===== config.mk =====
export PLATFORM = sky130hd
export DESIGN_NAME = trap_ctrl
export DESIGN_NICKNAME = d
export VERILOG_FILES = /design/src/rtl/trap_pkg.sv /design/src/rtl/trap_prio.sv /design/src/rtl/trap_ctrl.sv
export SDC_FILE = /design/constraint.sdc
export NUM_CORES = 1
export LEC_CHECK = 0
export CAP_MARGIN = 20
export CORE_MARGIN = 2
export CORE_UTILIZATION = 38
export CTS_BUF_LIST = sky130_fd_sc_hd__clkbuf_8
export CTS_CLUSTER_DIAMETER = 40
export DETAILED_ROUTE_END_ITERATION = 16
export GPL_TIMING_DRIVEN = 0
export PLACE_DENSITY = 0.83
export SLEW_MARGIN = 20
export SYNTH_ARGS = -nofsm -noshare
export SYNTH_HDL_FRONTEND = slang
export SYNTH_SLANG_ARGS = --single-unit

===== constraint.sdc =====
create_clock -name clk -period 2.4 [get_ports clk]
set_input_delay 0.36 -clock clk [delete_from_list [all_inputs] [get_ports clk]]
set_output_delay 0.36 -clock clk [all_outputs]
set_load 0.05 [all_outputs]

===== src/rtl/trap_pkg.sv =====
// Shared trap-controller definitions: FSM states, cause codes and mcause layout.
package trap_pkg;

    typedef enum logic [1:0] {
        ST_IDLE,
        ST_TAKE,
        ST_RET,
        ST_SETTLE
    } trap_state_e;

    localparam int unsigned CODE_W         = 4;
    localparam int unsigned MCAUSE_INT_BIT = 31;

    typedef logic [CODE_W-1:0] cause_t;

    localparam cause_t CAUSE_ILLEGAL = 4'd2;
    localparam cause_t CAUSE_ECALL_M = 4'd11;
    localparam cause_t CAUSE_MTI     = 4'd7;
    localparam cause_t CAUSE_MEI     = 4'd11;

    function automatic logic [31:0] make_mcause(input logic is_int, input cause_t code);
        logic [31:0] m;
        m                 = '0;
        m[MCAUSE_INT_BIT] = is_int;
        m[CODE_W-1:0]     = code;
        return m;
    endfunction

endpackage


===== src/rtl/trap_prio.sv =====
// Combinational event prioritisation for the execute stage and trap vector computation.
module trap_prio
    import trap_pkg::*;
(
    input  logic        en,
    input  logic        valid_s2,
    input  logic        illegal_i,
    input  logic        ecall_i,
    input  logic        mret_i,
    input  logic        br_taken,
    input  logic        irq_ext,
    input  logic        irq_timer,
    input  logic        mstatus_mie,
    input  logic        mie_meie,
    input  logic        mie_mtie,
    input  logic [31:0] mtvec_i,
    input  logic        vec_int,
    input  cause_t      vec_code,
    output logic        take_trap,
    output logic        take_mret,
    output logic        trap_int,
    output cause_t      trap_code,
    output logic [31:0] vec_pc
);

    logic        ev_ok;
    logic        irq_ok;
    logic [31:0] base;

    always_comb begin
        take_trap = 1'b0;
        take_mret = 1'b0;
        trap_int  = 1'b0;
        trap_code = '0;
        ev_ok     = en && valid_s2;
        // Interrupts must not split a redirecting branch from its target fetch.
        irq_ok    = ev_ok && mstatus_mie && !br_taken;

        if (ev_ok && illegal_i) begin
            take_trap = 1'b1;
            trap_code = CAUSE_ILLEGAL;
        end else if (ev_ok && ecall_i) begin
            take_trap = 1'b1;
            trap_code = CAUSE_ECALL_M;
        end else if (ev_ok && mret_i) begin
            take_mret = 1'b1;
        end else if (irq_ok && irq_ext && mie_meie) begin
            take_trap = 1'b1;
            trap_int  = 1'b1;
            trap_code = CAUSE_MEI;
        end else if (irq_ok && irq_timer && mie_mtie) begin
            take_trap = 1'b1;
            trap_int  = 1'b1;
            trap_code = CAUSE_MTI;
        end
    end

    always_comb begin
        base = {mtvec_i[31:2], 2'b00};
        if (vec_int && (mtvec_i[1:0] == 2'b01)) begin
            vec_pc = base + {26'b0, vec_code, 2'b00};
        end else begin
            vec_pc = base;
        end
    end

endmodule


===== src/rtl/trap_ctrl.sv =====
// Trap/interrupt controller: accepts execute-stage events, captures mepc/mcause, redirects fetch.
module trap_ctrl
    import trap_pkg::*;
(
    input  logic        clk,
    input  logic        rst_n,
    input  logic        valid_s2,
    input  logic [31:0] pc_s2,
    input  logic        illegal_i,
    input  logic        ecall_i,
    input  logic        mret_i,
    input  logic        br_taken,
    input  logic        irq_ext,
    input  logic        irq_timer,
    input  logic        mstatus_mie,
    input  logic        mie_meie,
    input  logic        mie_mtie,
    input  logic [31:0] mtvec_i,
    input  logic [31:0] mepc_i,
    output logic        kill_s2,
    output logic        flush_s1,
    output logic        redirect_o,
    output logic [31:0] redirect_pc,
    output logic        csr_trap_we,
    output logic [31:0] mepc_o,
    output logic [31:0] mcause_o,
    output logic        mret_o
);

    trap_state_e state_q, state_d;
    logic [31:0] mepc_q, mepc_d;
    logic [31:0] mcause_q, mcause_d;

    logic        take_trap;
    logic        take_mret;
    logic        trap_int;
    cause_t      trap_code;
    logic [31:0] vec_pc;

    // Gating on rst_n keeps the IDLE decode quiet while reset is held.
    trap_prio u_prio (
        .en          (rst_n && (state_q == ST_IDLE)),
        .valid_s2    (valid_s2),
        .illegal_i   (illegal_i),
        .ecall_i     (ecall_i),
        .mret_i      (mret_i),
        .br_taken    (br_taken),
        .irq_ext     (irq_ext),
        .irq_timer   (irq_timer),
        .mstatus_mie (mstatus_mie),
        .mie_meie    (mie_meie),
        .mie_mtie    (mie_mtie),
        .mtvec_i     (mtvec_i),
        .vec_int     (mcause_q[MCAUSE_INT_BIT]),
        .vec_code    (mcause_q[CODE_W-1:0]),
        .take_trap   (take_trap),
        .take_mret   (take_mret),
        .trap_int    (trap_int),
        .trap_code   (trap_code),
        .vec_pc      (vec_pc)
    );

    always_comb begin
        state_d     = state_q;
        mepc_d      = mepc_q;
        mcause_d    = mcause_q;
        kill_s2     = 1'b0;
        flush_s1    = 1'b0;
        redirect_o  = 1'b0;
        redirect_pc = '0;
        csr_trap_we = 1'b0;
        mret_o      = 1'b0;

        case (state_q)
            ST_IDLE: begin
                if (take_trap) begin
                    kill_s2  = 1'b1;
                    flush_s1 = 1'b1;
                    mepc_d   = pc_s2;
                    mcause_d = make_mcause(trap_int, trap_code);
                    state_d  = ST_TAKE;
                end else if (take_mret) begin
                    flush_s1 = 1'b1;
                    state_d  = ST_RET;
                end
            end
            ST_TAKE: begin
                redirect_o  = 1'b1;
                redirect_pc = vec_pc;
                csr_trap_we = 1'b1;
                flush_s1    = 1'b1;
                state_d     = ST_SETTLE;
            end
            ST_RET: begin
                redirect_o  = 1'b1;
                redirect_pc = mepc_i & ~32'h1;
                mret_o      = 1'b1;
                flush_s1    = 1'b1;
                state_d     = ST_SETTLE;
            end
            default: begin
                state_d = ST_IDLE;
            end
        endcase
    end

    always_ff @(posedge clk or negedge rst_n) begin
        if (!rst_n) begin
            state_q  <= ST_IDLE;
            mepc_q   <= '0;
            mcause_q <= '0;
        end else begin
            state_q  <= state_d;
            mepc_q   <= mepc_d;
            mcause_q <= mcause_d;
        end
    end

    assign mepc_o   = mepc_q;
    assign mcause_o = mcause_q;

endmodule


Run 1, wires at chosen ports, followed through buffers:
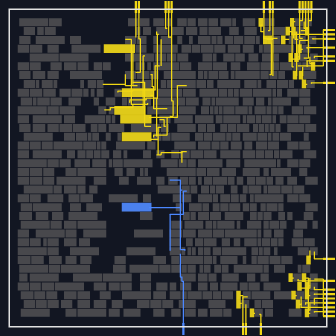
legend:
  csr_trap_we:
    color: blue
    bits: 1
    direction: output
    edge: south
    end_cells: 1
    wire: 82.8 µm
  mcause_o:
    color: yellow
    bits: 32
    direction: output
    edge: 16 east, 13 north, 3 south
    end_cells: 32
    wire: 634 µm
number of placed I/O pins: 209
PortBufs: 178

Run 1, cell sizes after repair:
Scale bar: 20 µm.
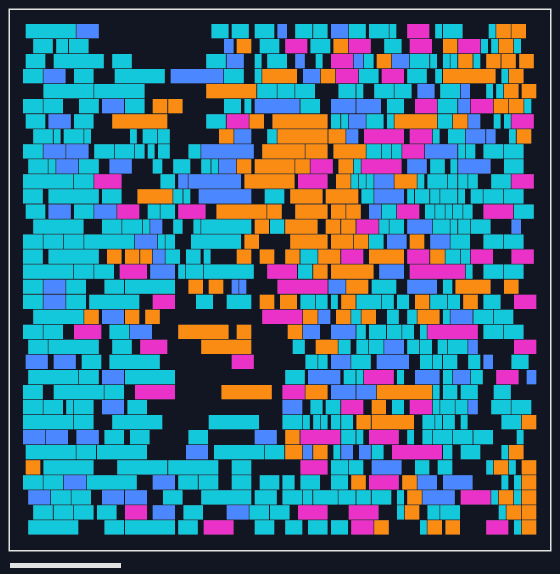
legend:
  drive 2:
    color: blue
    cells: 99
    share: 15%
    most_used: mux2_2
  drive 3 to 4:
    color: orange
    cells: 118
    share: 18%
    most_used: buf_4
  drive 6 and up:
    color: magenta
    cells: 59
    share: 9.1%
    most_used: buf_6
  drive 1 or less:
    color: cyan
    cells: 372
    share: 57%
    most_used: clkdlybuf4s50_1
Layout area overhead: 99.92%
Finished Cell Area: 6661 µm²
non-clock buffer count in the final layout: 285
minimum setup slack in the final design: -206.6 ps

Run 1, routed metal, one color a layer:
Scale bar: 20 µm.
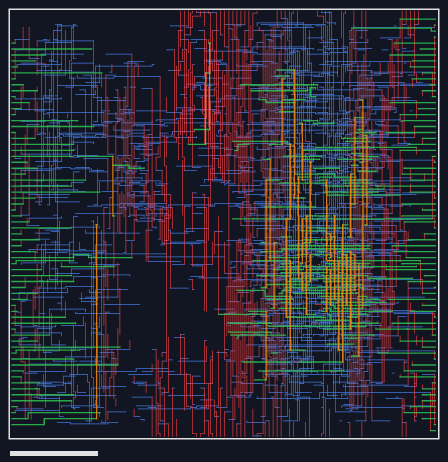
legend:
  met3:
    color: green
    wire_length: 1910 µm
  met1:
    color: blue
    wire_length: 4900 µm
  met2:
    color: red
    wire_length: 7270 µm
  met4:
    color: orange
    wire_length: 649 µm
Total Routed Length: 14.73 mm
Via Count: 4438
global-route usage over all layers: 27.25%
per-cell routed wire length: 19.43 µm

==> impl_table.tex, run 1 <==
% Synthesis and place-and-route results
\begin{tabular}{lr}
\hline
Metric & Value \\
\hline
\multicolumn{2}{l}{\textbf{Hold path}} \\
\quad Type of the most critical hold path & in2async \\
\multicolumn{2}{l}{\textbf{Route}} \\
\quad Post-route met1 wirelength & 4.902 mm \\
\quad Antenna-violating nets left & 0 \\
\quad Via-to-Cell Ratio & 5.855 \\
\quad Met3 Wirelength & 1.912 mm \\
\quad Sum of met2 wire segment lengths after detailed routing & 7.265 mm \\
\quad First-pass iteration count of the detailed router & 6 \\
\quad Top routing layer used & met4 \\
\quad DR iter-0 viols & 199 \\
\multicolumn{2}{l}{\textbf{STA}} \\
\quad Worst hold slack across all endpoints & 10.07 ps \\
\quad Endpoints failing setup & 17 \\
\quad Slew Limit Headroom & 52.42\% \\
\quad Slew at the pin closest to its max-slew limit & 711.4 ps \\
\quad Fin Clk Skew & 7.405 ps \\
\quad Count of endpoints failing hold in the final timing report & 0 \\
\quad Sum of negative setup slack & -1565 ps \\
\quad Max Clk Rate & 383.6 MHz \\
\quad Minimum period implied by the final worst setup slack & 2607 ps \\
\quad Minimum setup slack in the final design & -206.6 ps \\
\quad Final Slew Violations & 0 \\
\quad Unrepaired setup endpoints after global routing & yes \\
\quad Share of the clock period used by the worst path after layout & 108.6\% \\
\multicolumn{2}{l}{\textbf{Clock tree}} \\
\quad TritonCTS clock tree & built \\
\quad Post-CTS setup buffer count & 38 \\
\quad Cts bufs inserted & 5 \\
\quad Clock root buffer & sky130\_fd\_sc\_hd\_\_clkbuf\_8 \\
\quad Hold buffer count at CTS & 1 \\
\quad Number of clock sinks & 39 \\
\quad Clock-pin transition on the worst setup and hold timing paths & 70 ps \\
\multicolumn{2}{l}{\textbf{Logic synthesis}} \\
\quad Top cell type's share of synthesized area & 29.29\% \\
\quad Count of warnings emitted by yosys & 0 \\
\quad Largest area contributor in the netlist & sky130\_fd\_sc\_hd\_\_dfrtp\_1 \\
\quad List of most frequent post-synthesis cells & sky130\_fd\_sc\_hd\_\_dfrtp\_1, sky130\_fd\_sc\_hd\_\_mux2\_2, sky130\_fd\_sc\_hd\_\_buf\_4 \\
\quad FFs w/ async S/R, synth & 100.0\% \\
\quad Area contributors post-synth & sky130\_fd\_sc\_hd\_\_dfrtp\_1, sky130\_fd\_sc\_hd\_\_mux2\_2, sky130\_fd\_sc\_hd\_\_buf\_4 \\
\quad Yosys reg bits & 39 \\
\quad Top-count cell post-synth & sky130\_fd\_sc\_hd\_\_dfrtp\_1 \\
\quad Post-synthesis chip area from yosys & 3332 µm² \\
\quad Count of library flops with an enable pin & 0 \\
\quad Count of cell types in the netlist & 62 \\
\quad Syn Std Cell Area & 3332 µm² \\
\quad Cell count after synthesis & 378 \\
\quad Share of synthesized area occupied by flip-flops and latches & 29.29\% \\
\multicolumn{2}{l}{\textbf{Cells and area}} \\
\quad Fill cell instance count of the final layout & 568 \\
\quad Proportion of layout cells with a drive suffix above 1 & 42.59\% \\
\quad Most frequent cells in the layout & sky130\_fd\_sc\_hd\_\_clkdlybuf4s50\_1, sky130\_fd\_sc\_hd\_\_buf\_4, sky130\_fd\_sc\_hd\_\_dfrtp\_1, sky130\_fd\_sc\_hd\_\_buf\_6, sky130\_fd\_sc\_hd\_\_mux2\_2 \\
\quad Most frequent standard cell in the layout excluding fill and tap cells & sky130\_fd\_sc\_hd\_\_clkdlybuf4s50\_1 \\
\quad Post-route insts no fill & 758 \\
\multicolumn{2}{l}{\textbf{Setup path}} \\
\quad Peak fanout along the critical path & 6 \\
\quad Category of the critical setup timing path & in2out \\
\quad Cell Chain, Critical Path & dlygate4sd2\_1, nand4\_1, nor4\_4, a21oi\_2, or4\_4, buf\_8 \\
\quad Setup slack, reg-to-reg & 210 ps \\
\quad Kind of cell adding the most delay to the critical path & simple AND/OR/NAND/NOR gates \\
\quad Arrival time at the worst endpoint & 2250 ps \\
\quad Highest-delay cell along the critical path & sky130\_fd\_sc\_hd\_\_or4\_4 \\
\quad Element type at the critical path start & primary input \\
\quad CP Buf/Inv Count & 2 \\
\quad Crit. End Element & primary output \\
\quad Required time at the worst-slack endpoint & 2040 ps \\
\multicolumn{2}{l}{\textbf{Floorplanning}} \\
\quad Die area & 9534 µm² \\
\quad Die extent in y & 97.64 µm \\
\quad Die extent in x & 97.64 µm \\
\quad Row cnt & 34 \\
\quad Core Util at FP & 38.77\% \\
\multicolumn{2}{l}{\textbf{Global route}} \\
\quad Met3 track demand over resource & 9.928\% \\
\quad Remaining global-route overflow & 0 \\
\quad Antenna violations before repair & 0 \\
\quad Wire length of the first global-routing pass & 21.48 mm \\
\quad Pin count of the biggest net entering global routing & 28 \\
\quad Met1 global-route usage & 29.44\% \\
\quad Layer with the highest usage & met2 \\
\quad Number of global-route vias before repair & 4374 \\
\multicolumn{2}{l}{\textbf{Power and ir drop}} \\
\quad Leakage dissipation & 2.875 nW \\
\quad Psw & 4.794 mW \\
\quad Internal Pwr Total & 4.155 mW \\
\quad Pwr Total & 8.949 mW \\
\quad Combinational fraction of design power & 82.4\% \\
\quad Share of total power in the clock network & 4.6\% \\
\quad Maximum resistive drop on vdd & 1.193 mV \\
\quad Power density relative to cell area & 1343 nW/µm² \\
\quad Sequential cell fraction of total power & 13.0\% \\
\quad Switching share of power & 53.57\% \\
\multicolumn{2}{l}{\textbf{Job}} \\
\quad Max-cap viol count & 0 \\
\quad Number of logged tool warnings & 33 \\
\multicolumn{2}{l}{\textbf{Run status}} \\
\quad Failing checks & negative setup slack \\
\quad Result of the run & complete, but fails checks \\
\multicolumn{2}{l}{\textbf{Placement}} \\
\quad DPL Wire Length & 9.532 mm \\
\quad Global placement routability congestion & 0.8641 \\
\hline
\end{tabular}
run 1: power by group through the flow:
stage	clock network, mW	logic [mW]	registers [mW]
2_1_floorplan	0	3.01	2.21
3_3_place_gp	0	5.92	1.17
3_5_place_dp	0	5.98	1.19
4_1_cts	0.430	6.72	1.17
5_1_grt	0.454	7.61	1.21
6_report	0.410	7.37	1.17
run 1: state kept, by name (all words and copies together), names as in the netlist:
name	count
mepc_o	32
mcause_o	5
state_q	2
run 1: stage by stage:
stage	util [%]	setup WS, ps	area (µm²)
3_5_place_dp	64.87	-1317	5574
6_report	77.52	-206.6	6661
5_1_grt	77.46	-221.1	6656
2_1_floorplan	-	-122.4	3642
3_3_place_gp	64.69	-2237	5559
4_1_cts	72.22	-159.8	6206
run 1: logic make-up after synthesis:
group,after synthesis,share of synthesized area [%]
compound gates,82,18.66
xor+xnor,5,1.314
fa+ha+maj,9,3.605
buf+inv,63,11.23
flops,39,29.29
mux,34,11.42
other cells,1,0.1125
simple gates,145,24.37
run 1: area by class of cell:
class	count	area, µm²	share of cell area (%)
flip-flops and latches	39	980.9	14.73
repair buffers	238	2361	35.44
multi-input cells	303	2615	39.26
well taps	108	135.1	2.029
diodes	2	5.005	0.07513
plain buffers	47	431.7	6.480
inverters	13	51.30	0.7701
clock buffers	5	68.82	1.033
clock inverters	3	12.51	0.1878
run 1: worst paths after layout:
kind                                   from              end  cells after the start
worst min register to register   mepc_o[18]       mepc_o[18]                      1
min in group clk                 mepc_o[18]       mepc_o[18]                      1
worst max register to register   state_q[1]        mepc_o[3]                      9
worst max-delay path            mtvec_i[23]  redirect_pc[31]                      6
worst min-delay path                  rst_n       mepc_o[30]                      2
max in group asynchronous             rst_n       mepc_o[26]                      2
==> run 1 -> run 2 <==
- clock period: 2.4 -> 2.98 ns (I/O delays scaled with it)
Run 2, where the registers sit:
Scale bar: 20 µm. Other cells in gray.
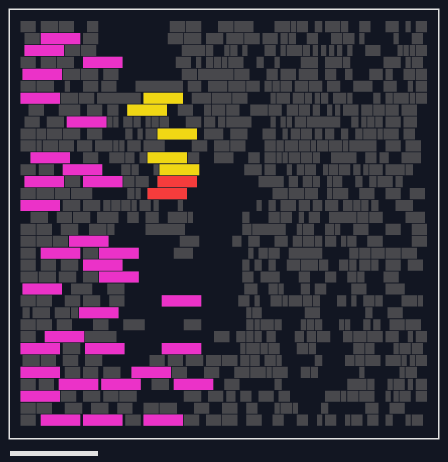
legend:
  mepc_o:
    color: magenta
    sequential_cells: 32
  state_q:
    color: red
    sequential_cells: 2
  mcause_o:
    color: yellow
    sequential_cells: 5
power in sequential cells: 0.932 mW
post-route core utilization: 65.52%
Sequential Area: 975.9 µm²

Run 2, cell sizes after repair:
Scale bar: 20 µm.
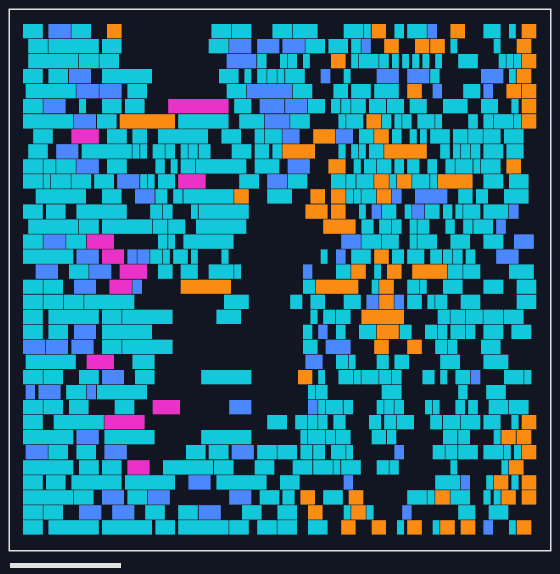
legend:
  drive 1 or less:
    color: cyan
    cells: 442
    share: 74%
    most_used: clkdlybuf4s50_1
  drive 2:
    color: blue
    cells: 81
    share: 13%
    most_used: mux2_2
  drive 6 and up:
    color: magenta
    cells: 11
    share: 1.8%
    most_used: clkbuf_8
  drive 3 to 4:
    color: orange
    cells: 67
    share: 11%
    most_used: buf_4
non-clock buffer count in the final layout: 238
minimum setup slack in the final design: -6.244 ps
Finished Cell Area: 5630 µm²
Layout area overhead: 68.98%

==> impl_table.tex, run 2 <==
% Synthesis and place-and-route results
\begin{tabular}{lr}
\hline
Metric & Value \\
\hline
\multicolumn{2}{l}{\textbf{Run status}} \\
\quad Result of the run & complete, but fails checks \\
\quad Failing checks & negative setup slack \\
\multicolumn{2}{l}{\textbf{Floorplanning}} \\
\quad Row cnt & 34 (unchanged) \\
\quad Number of placed I/O pins & 209 (unchanged) \\
\quad Die extent in x & 97.64 µm (unchanged) \\
\quad Core Util at FP & 38.77\% (unchanged) \\
\quad Placeable core region & 8593 µm² \\
\quad Die extent in y & 97.64 µm (unchanged) \\
\quad Die area & 9534 µm² (unchanged) \\
\multicolumn{2}{l}{\textbf{Power and ir drop}} \\
\quad Reported combinational group power & 4.63 mW (-37\%) \\
\quad Maximum resistive drop on vdd & 0.8369 mV (-30\%) \\
\quad Psw & 3.446 mW (-28\%) \\
\quad Leakage dissipation & 2.466 nW (-14\%) \\
\quad Power density relative to cell area & 1070 nW/µm² (-20\%) \\
\quad Switching share of power & 57.22\% (+3.7 points) \\
\quad Sequential cell fraction of total power & 15.5\% (+2.5 points) \\
\quad Top contributor to total power & combinational cells \\
\quad Combinational fraction of design power & 77.0\% (-5.4 points) \\
\quad Share of total power in the clock network & 7.6\% (+3.0 points) \\
\quad Internal Pwr Total & 2.576 mW (-38\%) \\
\quad Clk pwr & 0.456 mW (+11\%) \\
\multicolumn{2}{l}{\textbf{Setup path}} \\
\quad Cell Chain, Critical Path & clkdlybuf4s50\_1, nand3b\_1, buf\_4, nor3\_4, clkbuf\_4, nand3\_1, nand3\_1, clkdlybuf4s15\_2 \\
\quad Launching point of the worst reg2reg path & state\_q[0] \\
\quad Crit. End Element & primary output \\
\quad Arrival time at the worst endpoint & 2540 ps (+290 ps) \\
\quad Highest-delay cell along the critical path & sky130\_fd\_sc\_hd\_\_clkdlybuf4s50\_1 \\
\quad Worst Reg2Reg Path Length in Cells & 9 (unchanged) \\
\quad Element type at the critical path start & primary input \\
\quad Peak fanout along the critical path & 10 (+4) \\
\quad Crit. Startpoint & mtvec\_i[0] \\
\quad Dominant cell type by count on the critical path & sky130\_fd\_sc\_hd\_\_nand3\_1 \\
\quad Required time at the worst-slack endpoint & 2530 ps (+490 ps) \\
\quad Category of the critical setup timing path & in2out \\
\quad Slowest cell delay on critical path & 530 ps \\
\multicolumn{2}{l}{\textbf{Route}} \\
\quad Per-cell routed wire length & 17.63 µm (-9.3\%) \\
\quad DRC violation count after routing & 0 \\
\quad Via-to-Cell Ratio & 5.663 (-3.3\%) \\
\quad Antenna-violating nets left & 0 (unchanged) \\
\quad Via Count & 4015 (-9.5\%) \\
\quad DR iter-0 viols & 186 (-6.5\%) \\
\quad First-pass iteration count of the detailed router & 4 (-2) \\
\quad Total Routed Length & 12.50 mm (-15\%) \\
\multicolumn{2}{l}{\textbf{Global route}} \\
\quad Number of global-route vias before repair & 3888 (-11\%) \\
\quad Pin count of the biggest net entering global routing & 33 (+18\%) \\
\quad Global-route usage over all layers & 24.74\% (-2.5 points) \\
\quad Antenna violations before repair & 0 (unchanged) \\
\quad Wire length of the first global-routing pass & 19.57 mm (-8.9\%) \\
\quad Remaining global-route overflow & 0 (unchanged) \\
\multicolumn{2}{l}{\textbf{STA}} \\
\quad Share of the clock period used by the worst path after layout & 100.2\% \\
\quad Slew at the pin closest to its max-slew limit & 558.6 ps (-152.7 ps) \\
\quad Minimum setup slack in the final design & -6.244 ps (+200.3 ps) \\
\quad Count of endpoints failing hold in the final timing report & 0 (unchanged) \\
\quad Max Clk Rate & 334.9 MHz \\
\quad Unrepaired setup endpoints after global routing & yes \\
\quad Slew Limit Headroom & 62.76\% (+10 points) \\
\quad Final Slew Violations & 0 (unchanged) \\
\quad Minimum period implied by the final worst setup slack & 2986 ps \\
\quad Endpoints failing setup & 1 (-16) \\
\quad Fin Clk Skew & 8.923 ps (+1.518 ps) \\
\multicolumn{2}{l}{\textbf{Logic synthesis}} \\
\quad Synthesized-area fraction occupied by and/or/nand/nor cells & 24.37\% (unchanged) \\
\quad Syn Std Cell Area & 3332 µm² (unchanged) \\
\quad Top-count cell post-synth & sky130\_fd\_sc\_hd\_\_dfrtp\_1 \\
\quad FFs w/ async S/R, synth & 100.0\% (unchanged) \\
\quad Compound Share, Synth & 18.66\% (unchanged) \\
\quad Main logic family after synthesis & simple AND/OR/NAND/NOR gates \\
\quad Most used flip-flop cell & sky130\_fd\_sc\_hd\_\_dfrtp\_1 \\
\quad Top cell type's share of synthesized area & 29.29\% (unchanged) \\
\quad XOR/XNOR share of the synthesized area & 1.314\% (unchanged) \\
\quad Area contributors post-synth & sky130\_fd\_sc\_hd\_\_dfrtp\_1, sky130\_fd\_sc\_hd\_\_mux2\_2, sky130\_fd\_sc\_hd\_\_buf\_4 \\
\quad Number of standard cells reported by yosys & 378 \\
\quad Largest area contributor in the netlist & sky130\_fd\_sc\_hd\_\_dfrtp\_1 \\
\quad Count of warnings emitted by yosys & 0 (unchanged) \\
\quad Mean post-synth cell area & 8.815 µm² \\
\quad Yosys reg bits & 39 (unchanged) \\
\quad Share of synthesized area occupied by flip-flops and latches & 29.29\% (unchanged) \\
\quad List of most frequent post-synthesis cells & sky130\_fd\_sc\_hd\_\_dfrtp\_1, sky130\_fd\_sc\_hd\_\_mux2\_2, sky130\_fd\_sc\_hd\_\_buf\_4 \\
\quad Multiplexer share of the synthesized area & 11.42\% (unchanged) \\
\quad Area share of fa/ha/maj cells after synthesis & 3.605\% (unchanged) \\
\quad Count of cell types in the netlist & 62 (unchanged) \\
\quad Cell count after synthesis & 378 (unchanged) \\
\quad Count of library flops with an enable pin & 0 (unchanged) \\
\quad Post-synthesis chip area from yosys & 3332 µm² (unchanged) \\
\multicolumn{2}{l}{\textbf{Placement}} \\
\quad DPL Wire Length & 9.484 mm (-0.50\%) \\
\quad PortBufs & 178 (unchanged) \\
\quad Global placement routability congestion & 0.9730 (+13\%) \\
\quad Inst Count DP & 692 \\
\multicolumn{2}{l}{\textbf{Hold path}} \\
\quad Type of the most critical hold path & in2async \\
\multicolumn{2}{l}{\textbf{Clock tree}} \\
\quad Deepest level of the CTS H-tree & 2 \\
\quad Hold buffer count at CTS & 0 (-1) \\
\quad Worst skew pair latency & 290 ps \\
\quad Clock tree buffer depth & 2 \\
\quad Cts bufs inserted & 5 (unchanged) \\
\quad Post-CTS setup buffer count & 3 (-92\%) \\
\quad Clock-pin transition on the worst setup and hold timing paths & 80 ps (about the same) \\
\quad Clock root buffer & sky130\_fd\_sc\_hd\_\_clkbuf\_8 \\
\quad Number of clock sinks & 39 (unchanged) \\
\quad TritonCTS clock tree & built \\
\quad CTS resizes & 165 \\
\multicolumn{2}{l}{\textbf{Job}} \\
\quad Max-cap viol count & 0 (unchanged) \\
\quad Number of logged tool warnings & 33 (unchanged) \\
\multicolumn{2}{l}{\textbf{Cells and area}} \\
\quad Number of flip-flops in the largest register & 32 (unchanged) \\
\quad Most frequent standard cell in the layout excluding fill and tap cells & sky130\_fd\_sc\_hd\_\_clkdlybuf4s50\_1 \\
\quad Fill cell instance count of the final layout & 708 (+25\%) \\
\quad Antenna diode instance count & 0 (-2) \\
\quad Post-route insts no fill & 709 (-6.5\%) \\
\quad Area occupied by multi-input gates & 2196 µm² (-16\%) \\
\quad Nets & 717 \\
\quad Proportion of layout cells with a drive suffix above 1 & 26.46\% (-16 points) \\
\quad Most frequent cells in the layout & sky130\_fd\_sc\_hd\_\_clkdlybuf4s50\_1, sky130\_fd\_sc\_hd\_\_buf\_4, sky130\_fd\_sc\_hd\_\_dfrtp\_1, sky130\_fd\_sc\_hd\_\_mux2\_2, sky130\_fd\_sc\_hd\_\_conb\_1 \\
\hline
\end{tabular}
Run 2, wires at chosen ports, followed through buffers:
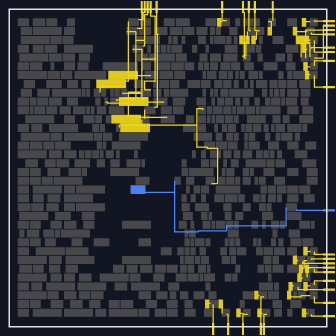
legend:
  csr_trap_we:
    color: blue
    bits: 1
    direction: output
    edge: east
    end_cells: 1
    wire: 75.8 µm
  mcause_o:
    color: yellow
    bits: 32
    direction: output
    edge: 17 east, 10 north, 5 south
    end_cells: 32
    wire: 508 µm

[run 2: netlist changes by cell type in the layout (fill, tap and decap cells not counted), sizes merged, moves of 2 or more]
| cell | before | now |
|---|---|---|
| buf | 131 | 68 |
| clkdlybuf4s50 | 114 | 131 |
| dlygate4sd2 | 13 | 6 |
| dlymetal6s2s | 3 | 8 |
| inv | 15 | 12 |
| diode | 2 | 0 |
[run 2: final timing paths]
kind	end	slack (ps)
setup / recovery	redirect_pc[14]	-6
hold / removal	mepc_o[2]	40
setup reg to reg	mepc_o[21]	880
hold reg to reg	mepc_o[18]	500
max in group asynchronous	mcause_o[2]	2470
min in group clk	mepc_o[18]	500
[run 2: per-stage QoR]
step,setup WS (ps),power [mW],hold WS [ps],setup TNS [ps],instance area (µm²)
detailed placement,-1026,5.552,356.3,-22410,5373
global placement,-1796,5.503,469.3,-58890,5358
finish,-6.244,6.023,39.65,-6.244,5630
CTS,-182.9,5.976,37.31,-378.9,5523
floorplan,-211.6,3.983,151.4,-1130,3441
global route,-68.47,6.280,51.78,-378.0,5630
[run 2: cell type report]
type,instances,area share [%]
clock buffers,6,1.467
inverters,13,0.8889
repair buffers,190,32.20
plain buffers,48,6.089
clock inverters,2,0.6222
well taps,108,2.400
flip-flops and latches,39,17.33
multi-input cells,303,39.00
[run 2: per-layer routing]
metal / up-vias / wire length [µm] / part of all wire, % / track usage (%)
li1: 1830 / - / - / -
met1: 1886 / 4694 / 38 / 29.89
met2: 275 / 6158 / 49 / 43.34
met3: 24 / 1428 / 11 / 5.827
met4: 0 / 216 / 1.7 / 7.906
met5: - / 0 / 0 / 0
[run 2: critical path: cells and delay by family]
| kind | cells | cell delay (ps) |
|---|---|---|
| buffers and inverters | 4 | 1390 |
| AND/OR/NAND/NOR | 4 | 710 |
No activity file was given, so power comes from the tool's default toggle rates.
